### src/rtl/risc_ctrl_pkg.sv
// Shared types and encodings for the RISC controller FSM and its memory timer.
// The optional HALT instruction is enabled with the RISC_CTRL_HALT_EN macro.
package risc_ctrl_pkg;

    typedef enum logic [3:0] {
        S_WAIT,
        S_DECODE,
        S_WR_IMM,
        S_GET_A,
        S_GET_B,
        S_EXEC,
        S_WR_C,
        S_ADDR,
        S_LATCH,
        S_MEM_RD,
        S_WR_MEM,
        S_ST_B,
        S_ST_C,
        S_MEM_WR,
        S_HALT
    } state_t;

    localparam logic [2:0] OPC_MOV  = 3'b110;
    localparam logic [2:0] OPC_ALU  = 3'b101;
    localparam logic [2:0] OPC_LDR  = 3'b011;
    localparam logic [2:0] OPC_STR  = 3'b100;
    localparam logic [2:0] OPC_HALT = 3'b111;

    localparam logic [1:0] OP_ADD     = 2'b00;
    localparam logic [1:0] OP_CMP     = 2'b01;
    localparam logic [1:0] OP_AND     = 2'b10;
    localparam logic [1:0] OP_MVN     = 2'b11;
    localparam logic [1:0] OP_MOV_REG = 2'b00;
    localparam logic [1:0] OP_MOV_IMM = 2'b10;
    localparam logic [1:0] OP_MEM     = 2'b00;

    localparam logic [2:0] NSEL_NONE = 3'b000;
    localparam logic [2:0] NSEL_RN   = 3'b001;
    localparam logic [2:0] NSEL_RD   = 3'b010;
    localparam logic [2:0] NSEL_RM   = 3'b100;

    localparam logic [3:0] VSEL_NONE   = 4'b0000;
    localparam logic [3:0] VSEL_MDATA  = 4'b0001;
    localparam logic [3:0] VSEL_SXIMM8 = 4'b0010;
    localparam logic [3:0] VSEL_PC     = 4'b0100;
    localparam logic [3:0] VSEL_C      = 4'b1000;

    localparam logic [1:0] MEM_NONE  = 2'b00;
    localparam logic [1:0] MEM_READ  = 2'b01;
    localparam logic [1:0] MEM_WRITE = 2'b10;

    // Datapath strobes that depend only on the state and the latched instruction.
    typedef struct packed {
        logic       w;
        logic [2:0] nsel;
        logic [3:0] vsel;
        logic       write;
        logic       loada;
        logic       loadb;
        logic       loadc;
        logic       loads;
        logic       asel;
        logic       bsel;
        logic       load_addr;
        logic [1:0] mem_cmd;
    } ctrl_t;

    function automatic logic is_mem_state(input state_t st);
        return (st == S_MEM_RD) || (st == S_MEM_WR);
    endfunction

    // Control word for a state; the instruction only matters in EXEC.
    function automatic ctrl_t ctrl_of(input state_t st, input logic [4:0] ir);
        ctrl_t c;
        c         = '0;
        c.nsel    = NSEL_NONE;
        c.vsel    = VSEL_NONE;
        c.mem_cmd = MEM_NONE;
        case (st)
            S_WAIT:   c.w = 1'b1;
            S_WR_IMM: begin c.nsel = NSEL_RN; c.vsel = VSEL_SXIMM8; c.write = 1'b1; end
            S_GET_A:  begin c.nsel = NSEL_RN; c.loada = 1'b1; end
            S_GET_B:  begin c.nsel = NSEL_RM; c.loadb = 1'b1; end
            S_EXEC: begin
                if (ir == {OPC_ALU, OP_CMP}) begin
                    c.loads = 1'b1;
                end else begin
                    c.loadc = 1'b1;
                    // MOV reg and MVN pass B through the ALU with A forced to zero.
                    c.asel  = (ir == {OPC_MOV, OP_MOV_REG}) || (ir == {OPC_ALU, OP_MVN});
                end
            end
            S_WR_C:   begin c.nsel = NSEL_RD; c.vsel = VSEL_C; c.write = 1'b1; end
            S_ADDR:   begin c.bsel = 1'b1; c.loadc = 1'b1; end
            S_LATCH:  c.load_addr = 1'b1;
            S_MEM_RD: c.mem_cmd = MEM_READ;
            S_WR_MEM: begin c.nsel = NSEL_RD; c.vsel = VSEL_MDATA; c.write = 1'b1; end
            S_ST_B:   begin c.nsel = NSEL_RD; c.loadb = 1'b1; end
            S_ST_C:   begin c.asel = 1'b1; c.loadc = 1'b1; end
            S_MEM_WR: c.mem_cmd = MEM_WRITE;
            default:  ;
        endcase
        return c;
    endfunction

endpackage

### src/rtl/risc_ctrl_mem_timer.sv
// Memory-wait timeout counter: cleared on entry to a memory state, counts
// cycles without mem_rdy, flags the last allowed wait cycle. MEM_TIMEOUT=0
// disables the timeout.
module risc_ctrl_mem_timer #(
    parameter int MEM_TIMEOUT = 16
) (
    input  logic clk,
    input  logic reset,
    input  logic start_i,
    input  logic active_i,
    input  logic rdy_i,
    output logic expired_o
);
    localparam int CNT_W = (MEM_TIMEOUT > 0) ? $clog2(MEM_TIMEOUT + 1) : 1;
    localparam logic [CNT_W-1:0] LAST = CNT_W'(MEM_TIMEOUT - 1);

    logic [CNT_W-1:0] cnt_q;

    // Count wait cycles; restart whenever a new memory access begins.
    always_ff @(posedge clk) begin
        // NOTE: sequential state uses non-blocking assignments so every register samples pre-edge values.
        if (reset || start_i) begin
            cnt_q <= '0;
        end else if (active_i && !rdy_i) begin
            cnt_q <= cnt_q + 1'b1;
        end
    end

    assign expired_o = (MEM_TIMEOUT != 0) && active_i && (cnt_q == LAST);

endmodule

### src/rtl/risc_ctrl_fsm.sv
// Simple RISC Machine controller FSM with LDR/STR and a memory-wait timeout.
// Define RISC_CTRL_HALT_EN to add the HALT instruction (111_00) and the halted port.
module risc_ctrl_fsm
    import risc_ctrl_pkg::*;
#(
    parameter int MEM_TIMEOUT = 16,
    parameter int CMD_W       = 2
) (
    input  logic             clk,
    input  logic             reset,
    input  logic             s,
    input  logic [2:0]       opcode,
    input  logic [1:0]       op,
    input  logic             mem_rdy,
    output logic             w,
    output logic [2:0]       nsel,
    output logic [3:0]       vsel,
    output logic             write,
    output logic             loada,
    output logic             loadb,
    output logic             loadc,
    output logic             loads,
    output logic             asel,
    output logic             bsel,
    output logic             load_addr,
    output logic [CMD_W-1:0] mem_cmd,
    output logic             illegal,
`ifdef RISC_CTRL_HALT_EN
    output logic             halted,
`endif
    output logic             mem_err
);

    state_t     state_q, state_d;
    logic [4:0] ir_q, ir_d;
    ctrl_t      ctrl_q;
    logic       illegal_q;
    logic       expired;

    // First state after DECODE; S_WAIT marks an undefined instruction.
    function automatic state_t decode_target(input logic [4:0] ir);
        state_t nxt;
        case (ir)
            {OPC_MOV, OP_MOV_IMM}: nxt = S_WR_IMM;
            {OPC_MOV, OP_MOV_REG}: nxt = S_GET_B;
            {OPC_ALU, OP_ADD},
            {OPC_ALU, OP_CMP},
            {OPC_ALU, OP_AND}:     nxt = S_GET_A;
            {OPC_ALU, OP_MVN}:     nxt = S_GET_B;
            {OPC_LDR, OP_MEM},
            {OPC_STR, OP_MEM}:     nxt = S_GET_A;
`ifdef RISC_CTRL_HALT_EN
            {OPC_HALT, OP_MEM}:    nxt = S_HALT;
`endif
            default:               nxt = S_WAIT;
        endcase
        return nxt;
    endfunction

    // Next state; the instruction is captured at start so later IR changes cannot redirect it.
    always_comb begin
        // NOTE: defaults first so every path assigns every output and no latch is inferred.
        state_d = state_q;
        ir_d    = ir_q;
        case (state_q)
            S_WAIT: begin
                if (s) begin
                    ir_d    = {opcode, op};
                    state_d = S_DECODE;
                end
            end
            S_DECODE: state_d = decode_target(ir_q);
            S_WR_IMM: state_d = S_WAIT;
            S_GET_A:  state_d = (ir_q[4:2] == OPC_LDR || ir_q[4:2] == OPC_STR) ? S_ADDR : S_GET_B;
            S_GET_B:  state_d = S_EXEC;
            S_EXEC:   state_d = (ir_q == {OPC_ALU, OP_CMP}) ? S_WAIT : S_WR_C;
            S_WR_C:   state_d = S_WAIT;
            S_ADDR:   state_d = S_LATCH;
            S_LATCH:  state_d = (ir_q[4:2] == OPC_LDR) ? S_MEM_RD : S_ST_B;
            S_MEM_RD: begin
                if (mem_rdy)      state_d = S_WR_MEM;
                else if (expired) state_d = S_WAIT;
            end
            S_WR_MEM: state_d = S_WAIT;
            S_ST_B:   state_d = S_ST_C;
            S_ST_C:   state_d = S_MEM_WR;
            S_MEM_WR: begin
                if (mem_rdy || expired) state_d = S_WAIT;
            end
            S_HALT:   state_d = S_HALT;
            default:  state_d = S_WAIT;
        endcase
    end

    // State register with outputs registered from the next state, so they are a pure function of state_q.
    always_ff @(posedge clk) begin
        if (reset) begin
            state_q   <= S_WAIT;
            ir_q      <= '0;
            ctrl_q    <= ctrl_of(S_WAIT, '0);
            illegal_q <= 1'b0;
        end else begin
            state_q   <= state_d;
            ir_q      <= ir_d;
            ctrl_q    <= ctrl_of(state_d, ir_d);
            illegal_q <= (state_d == S_DECODE) && (decode_target(ir_d) == S_WAIT);
        end
    end

    risc_ctrl_mem_timer #(
        .MEM_TIMEOUT(MEM_TIMEOUT)
    ) u_timer (
        .clk      (clk),
        .reset    (reset),
        .start_i  (is_mem_state(state_d) && !is_mem_state(state_q)),
        .active_i (is_mem_state(state_q)),
        .rdy_i    (mem_rdy),
        .expired_o(expired)
    );

    assign w         = ctrl_q.w;
    assign nsel      = ctrl_q.nsel;
    assign vsel      = ctrl_q.vsel;
    assign write     = ctrl_q.write;
    assign loada     = ctrl_q.loada;
    assign loadb     = ctrl_q.loadb;
    assign loadc     = ctrl_q.loadc;
    assign loads     = ctrl_q.loads;
    assign asel      = ctrl_q.asel;
    assign bsel      = ctrl_q.bsel;
    assign load_addr = ctrl_q.load_addr;
    assign mem_cmd   = CMD_W'(ctrl_q.mem_cmd);
    assign illegal   = illegal_q;
    // A late mem_rdy on the expiry cycle still completes the access, hence the gate.
    assign mem_err   = expired && !mem_rdy;
`ifdef RISC_CTRL_HALT_EN
    assign halted    = (state_q == S_HALT);
`endif

endmodule
### config.mk
export PLATFORM = sky130hd
export DESIGN_NAME = risc_ctrl_fsm
export DESIGN_NICKNAME = d
export VERILOG_FILES = /design/src/rtl/risc_ctrl_pkg.sv /design/src/rtl/risc_ctrl_mem_timer.sv /design/src/rtl/risc_ctrl_fsm.sv
export SDC_FILE = /design/constraint.sdc
export NUM_CORES = 1
export LEC_CHECK = 0
export CAP_MARGIN = 20
export CORE_ASPECT_RATIO = 1.25
export CORE_MARGIN = 2
export CORE_UTILIZATION = 25
export DETAILED_ROUTE_END_ITERATION = 6
export GPL_TIMING_DRIVEN = 0
export PLACE_DENSITY_LB_ADDON = 0.12
export SYNTH_ARGS = -nofsm -noshare
export SYNTH_HDL_FRONTEND = slang
export SYNTH_SLANG_ARGS = --single-unit
### constraint.sdc
create_clock -name clk -period 2.16 [get_ports clk]
set_clock_uncertainty 0.05 [all_clocks]
set_input_delay 0.648 -clock clk [delete_from_list [all_inputs] [get_ports clk]]
set_output_delay 0.648 -clock clk [all_outputs]
set_load 0.02 [all_outputs]
Fig. 1: run 1, routed metal, one color a layer
Drawn at 6 px/micron. Only two layers are drawn.
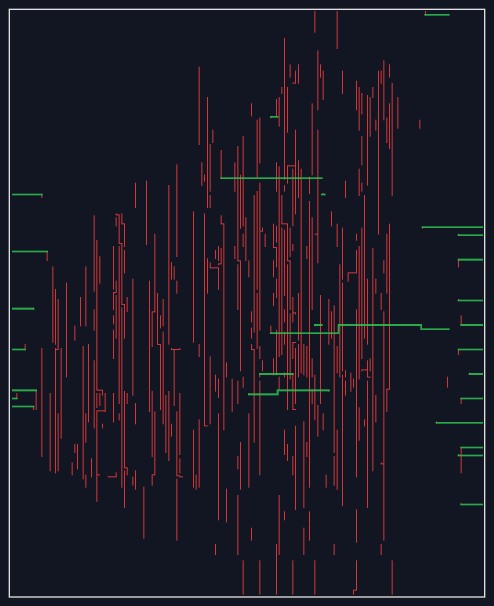
legend:
  red:
    layer: met2
    wire_length: 2370 microns
  green:
    layer: met3
    wire_length: 152 microns

Fig. 2: run 1, placement density heat map
Drawn at 3 px/micron. The die is cut into 8 by 10 equal tiles; white is low, dark blue is high, 0 to 100% covered.
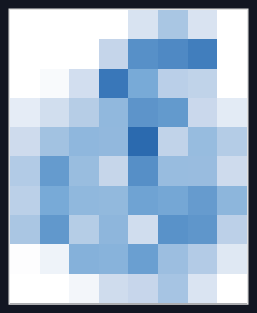
densest ninth of the die: center
nearly empty tiles: 19%
fullest tile: 77%
tiles over 75% full: 1.3%

==> results_slide.txt, run 1 <==
Synthesis and Place & Route Summary

Status
  • Outcome: finished clean

CTS
  • Hold-fix buffers at CTS: 0
  • CTS Buffer Depth: 2
  • CTS H-tree lvls: 2
  • Root buffer cell: clkbuf_8
  • Setup Fix Bufs, Post-CTS: 6
  • Resized Gates After CTS: 18
  • Clock-pin transition on the worst setup and hold timing paths: 0.08 ns
  • Clk_lat worst skew: 0.29 ns

Finish
  • Fin nets: 252
  • Clk cell area share: 3.62%
  • Seq area share: 28.7%
  • Logic Gate Count: 141
  • Final core occ: 35.7%
  • Area grow syn2layout: 39.9%
  • Non-CTS inverters: 8
  • Most instantiated logic cell after routing: dfxtp_1
  • Number of diodes: 0
  • Flop area: 706 sq um
  • Layout cells sized above 1: 26.0%
  • Post-route insts no fill: 332
  • Seq_cells: 35
  • Top Registers: ir_q x5, u_timer.cnt_q x5, state_q x4
  • Non-clock buffering overhead: 17.6%

Yosys
  • Max-area cell share: 39.9%
  • Synth area leaders: dfxtp_1, nor2_1, nand2_1, mux2i_1, a211oi_2
  • Complex-gate fraction of the synthesized area: 19.7%
  • Seq share, synth: 39.9%
  • Count of library flops with an enable pin: 0
  • Async SR Flop Fraction: 0%
  • Avg Cell Area, Syn: 9.06 sq um
  • Post-synth top area cell: dfxtp_1
  • Mux share: 2.92%
  • YS chip area: 1760 sq um
  • Synth Warn #: 0
  • Cell Area, Synth: 1760 sq um
  • Main logic family after synthesis: simple AND/OR/NAND/NOR gates

Global routing
  • First-pass GRT wire length: 7620 microns
  • Global routing's busiest layer: met2
  • GR Layer Usage met1: 15.0%
  • GRT Total Usage: 12.7%
  • Largest net degree at the start of global routing: 13
  • Met3 global-route usage: 2.60%
  • GRT overflow: 0

Power and ir drop
  • Sw power: 356 uW
  • Internal power: 961 uW
  • Clock-net power: 467 uW
  • Pwr dens: 536 nW/um^2
  • Sequential power share: 51.2%
  • Seq group: 674 uW
  • Combinational Power: 177 uW

Floorplanning
  • Die height: 97.7 microns
  • Core footprint: 6890 sq um
  • Die ar.: 7720 sq um
  • Site Rows: 34

Setup path
  • Critical Path Most Common Cell: buf_6
  • Worst setup path end: mem_err
  • Worst R2R End: u_timer.cnt_q[4]
  • Slowest stage cell, crit path: dfxtp_2
  • Bufs and invs on worst path: 3
  • CP max stage delay: 0.35 ns
  • Startpoint Class: register
  • CP Depth: 5
  • Critical path peak fanout: 5
  • Reg2Reg Setup Slack: 0.09 ns
  • Crit. End Element: output port

Timing
  • Tcrit/Tclk final: 99.3%
  • Crit path time final: 2.14 ns
  • # setup viols final: 0
  • Fin. max-slew vios: 0
  • Peak Freq: 466 MHz
  • Hold_ws: 0.446 ns

Drt
  • Met2 wire length: 2370 microns
  • Top Layer Used: met4
  • DRC: 0
  • Vias: 1549
  • Wl on met1: 2070 microns
  • Routed wire length: 4730 microns
  • Initial DRC count: 73

Placement
  • Number of instances in the placed design: 309
  • Post-detail-place hpwl: 3350 microns

Hold path
  • Hold Crit Start: u_timer.cnt_q[4]
Fig. 3: run 1, supply network
Drawn at 4 px/micron. Pins as bars on the die edge.
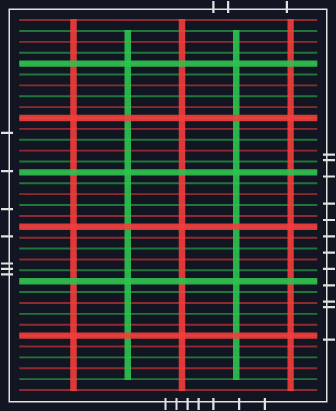
legend:
  red:
    net: VSS
  green:
    net: VDD
met1 rails: 35
rows: 34
signal pins: 29
met5 straps: 6

Fig. 4: run 1, clock distribution
Drawn at 6 px/micron.
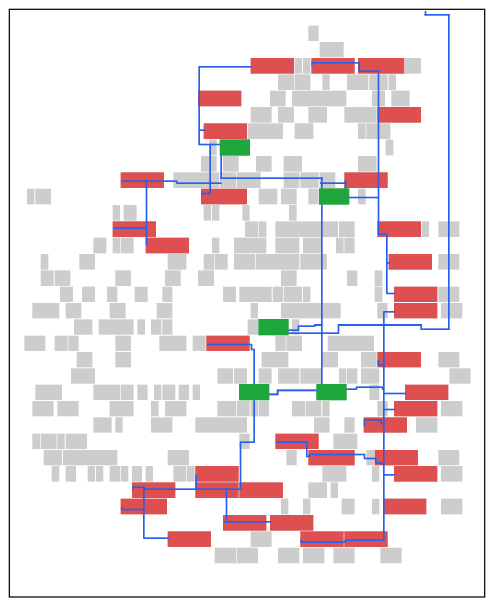
legend:
  red:
    item: flip-flops
    count: 35
  blue:
    item: clock wires
    length: 499 microns
  green:
    item: cells driving clock nets
    count: 5
routed clock nets: 6

==> run 1 -> run 2 <==
--- a/config.mk
+++ b/config.mk
@@ -5,6 +5,7 @@
 export SDC_FILE = /design/constraint.sdc
 export NUM_CORES = 1
 export LEC_CHECK = 0
+export ABC_CLOCK_PERIOD_IN_PS = 2160
 export CAP_MARGIN = 20
 export CORE_ASPECT_RATIO = 1.25
 export CORE_MARGIN = 2
@@ -14,4 +15,5 @@
 export PLACE_DENSITY_LB_ADDON = 0.12
 export SYNTH_ARGS = -nofsm -noshare
 export SYNTH_HDL_FRONTEND = slang
+export SYNTH_HIERARCHICAL = 1
 export SYNTH_SLANG_ARGS = --single-unit
Fig. 5: run 2, clock distribution
Drawn at 6 px/micron.
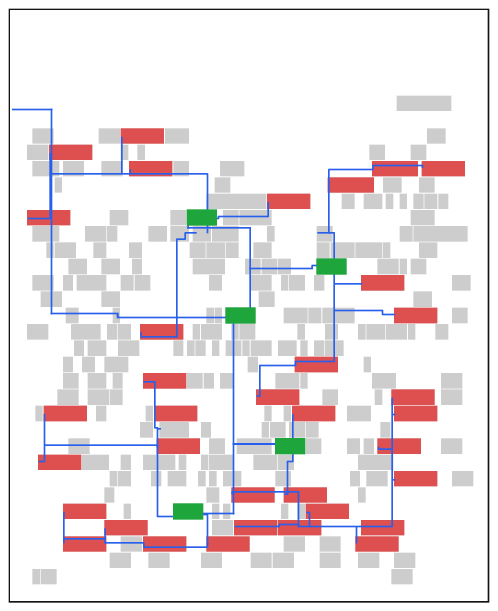
legend:
  red:
    item: flip-flops
    count: 35
  blue:
    item: clock wires
    length: 539 microns
  green:
    item: cells driving clock nets
    count: 5
routed clock nets: 6

==> run 2 against run 1 <==
Compared with the run above:
- the run now ends with setup timing left
- die area increased by 1.6%
- setup slack got worse by 0.13 ns
- flip-flop count unchanged
- first-iteration DRC count decreased by 6.8%
- critical endpoint is now loadb
- non-clock buffer count unchanged
- count of clock-buffer cells in the layout increased by 1
==> results_slide.txt, run 2 <==
Synthesis and Place & Route Summary

Global routing
  • GRT Total Usage: 12.6% (about the same)
  • Global routing's busiest layer: met2
  • Met3 global-route usage: 3.21% (+0.60 points)
  • GR Layer Usage met1: 16.3% (+1.3 points)

CTS
  • Resized Gates After CTS: 20 (+2)
  • Root buffer cell: clkbuf_8
  • CTS Buffer Depth: 2 (unchanged)
  • Clk_lat worst skew: 0.30 ns (about the same)

Yosys
  • Count of library flops with an enable pin: 0 (unchanged)
  • Synth Warn #: 6 (+6)
  • Avg Cell Area, Syn: 9.02 sq um (-0.35%)
  • Synth area leaders: dfxtp_1, nor2_1, mux2i_1, nor2b_1, a21oi_1
  • Seq share, synth: 39.2% (-0.67 points)
  • Async SR Flop Fraction: 0% (unchanged)
  • Mux share: 5.74% (+2.8 points)

Finish
  • Top Registers: ir_q x5, u_timer/cnt_q x5, state_q x4
  • Most instantiated logic cell after routing: dfxtp_1
  • Final core occ: 35.7% (about the same)
  • Seq area share: 28.4% (-0.28 points)

Drt
  • Wl on met1: 2120 microns (+2.0%)
  • Met2 wire length: 2200 microns (-7.3%)
  • DRC: 0 (unchanged)

Status
  • Outcome: complete, but fails checks
  • Failing checks: setup timing

Setup path
  • Crit. End Element: register
  • CP Depth: 9 (+4)
  • CP max stage delay: 0.37 ns (+0.02 ns)
  • Bufs and invs on worst path: 1 (-2)
  • Reg2Reg Setup Slack: -0.12 ns (-0.21 ns)
  • Worst setup path end: loadb
  • Critical Path Most Common Cell: ha_4

Power and ir drop
  • Sw power: 670 uW (+88%)

Timing
  • Worst Slack Setup Final: -0.117 ns
  • # setup viols final: 14 (+14)

Placement
  • Number of instances in the placed design: 315 (+1.9%)

Floorplanning
  • Die height: 98.5 microns (+0.82%)
  • Core footprint: 6930 sq um (+0.62%)
Fig. 6: run 2, placement density heat map
Drawn at 3 px/micron. The die is cut into 8 by 10 equal tiles; white is low, dark blue is high, 0 to 100% covered.
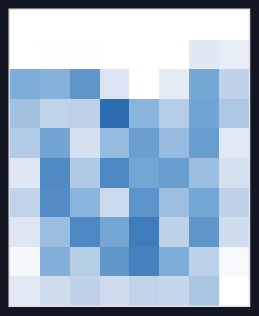
fullest tile: 76%
emptiest ninth of the die: top center
nearly empty tiles: 20%
tiles over 75% full: 1.3%

==> run 2 -> run 3 <==
--- a/config.mk
+++ b/config.mk
@@ -9,10 +9,10 @@
 export CAP_MARGIN = 20
 export CORE_ASPECT_RATIO = 1.25
 export CORE_MARGIN = 2
-export CORE_UTILIZATION = 25
+export CORE_UTILIZATION = 53
 export DETAILED_ROUTE_END_ITERATION = 6
-export GPL_TIMING_DRIVEN = 0
 export PLACE_DENSITY_LB_ADDON = 0.12
+export RECOVER_POWER = 25
 export SYNTH_ARGS = -nofsm -noshare
 export SYNTH_HDL_FRONTEND = slang
 export SYNTH_HIERARCHICAL = 1
Fig. 7: run 3, supply network
Drawn at 6 px/micron. Pins as bars on the die edge.
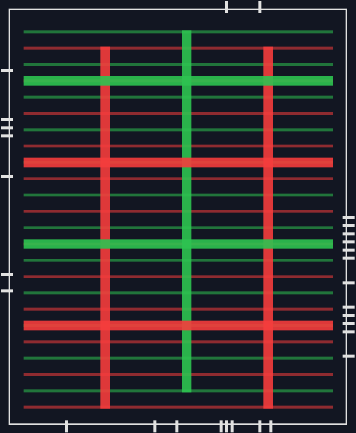
legend:
  red:
    net: VSS
  green:
    net: VDD
signal pins: 29
rows: 23
met4 straps: 3

==> run 3 against run 2 <==
Compared with the run above:
- the flow still finishes with violations (setup timing)
- area after synthesis unchanged
- cell area rose by 5.4%
- register-to-register slack better by 0.05 ns
- fmax grew 2.1%
- via count is 7.3% higher
- clock power is 16% higher
- synthesized cell count is the same
- final cell count shrank 11%
- total power increased by 7.8%
==> results_slide.txt, run 3 <==
Synthesis and Place & Route Summary

Finish
  • Clk cell area share: 4.51%
  • Seq_cells: 35
  • Comb area: 1150 sq um
  • Seq area share: 27.0% (-1.5 points)
  • Most instantiated logic cell after routing: buf_4
  • Top Registers: ir_q x5, u_timer/cnt_q x5, state_q x4
  • Non-CTS inverters: 4
  • Fin area: 2610 sq um

Power and ir drop
  • Internal power: 1.44 mW
  • Clock-net power: 605 uW
  • Sw power: 662 uW (-1.3%)
  • VDD IR max: 0.000571 V
  • Seq group: 746 uW
  • Sw frac: 31.6%
  • Pwr dens: 805 nW/um^2

Setup path
  • Crit-path cells: ha_4, and3_4, ha_4, and2_4, buf_6, nor2_2, a221o_1, a21o_1, nand2_2, nor2_2, or2_4, a211oi_2
  • CP Data Arrival Time: 2.39 ns
  • Top delay family on crit path: simple AND/OR/NAND/NOR gates
  • Crit. End Element: register
  • CP max stage delay: 0.35 ns (-0.02 ns)
  • Bufs and invs on worst path: 1 (unchanged)
  • Reg2Reg Setup Slack: -0.07 ns (+0.05 ns)
  • Worst setup path end: u_timer/cnt_q[4]
  • CP Depth: 12 (+3)
  • Worst reg2reg startpoint: u_timer/cnt_q[1]

Floorplanning
  • Die height: 68.9 microns (-30%)
  • Core footprint: 3220 sq um (-54%)

CTS
  • Setup Fix Bufs, Post-CTS: 5
  • CTS H-tree lvls: 2
  • Resized Gates After CTS: 26 (+30%)
  • CTS Buffer Depth: 2 (unchanged)
  • Clk_lat worst skew: 0.28 ns (-0.02 ns)
  • CTS tree: built
  • Num Clock Sinks: 35
  • Root buffer cell: clkbuf_8

Yosys
  • Post-synth top area cell: dfxtp_1
  • Ys cells: 198
  • Seq share, synth: 39.2% (unchanged)
  • Synth Warn #: 6 (unchanged)
  • Async SR Flop Fraction: 0% (unchanged)
  • Mux share: 5.74% (unchanged)
  • Count of library flops with an enable pin: 0 (unchanged)
  • Avg Cell Area, Syn: 9.02 sq um (unchanged)
  • Unique cell types: 54
  • YS chip area: 1790 sq um
  • Most frequent cells after synthesis: dfxtp_1, nor2_1, nand2_1
  • Synth area leaders: dfxtp_1, nor2_1, mux2i_1, nor2b_1, a21oi_1

Timing
  • Worst Slack Setup Final: -0.0694 ns (+0.0474 ns)
  • Fin. max-slew vios: 0
  • # setup viols final: 11 (-3)

Drt
  • Wl on met1: 1720 microns (-19%)
  • Routed wire length: 4490 microns
  • Routed wl met3: 186 microns
  • Met2 wire length: 2460 microns (+12%)
  • Post-DRT Antenna Nets: 0
  • DRC: 0 (unchanged)

Global routing
  • Met3 global-route usage: 5.04% (+1.8 points)
  • First-pass GRT wire length: 7550 microns
  • GRT Total Usage: 25.2% (+13 points)
  • GR Layer Usage met1: 26.4% (+10 points)

Placement
  • Number of instances in the placed design: 283 (-10%)

Job
  • Number of max-cap violations: 0

Status
  • Outcome: complete, but fails checks
  • Failing checks: setup timing

Hold path
  • Worst hold-check path type: reg2reg
Fig. 8: run 3, routing congestion
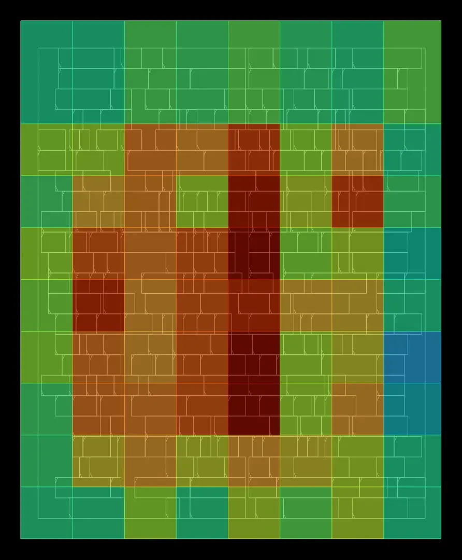
final core occ: 80.9%
global routing's busiest layer: met2
Avg WL per Cell: 15.2 microns

Power figures rest on the tool's default switching activity, not on a simulated workload.
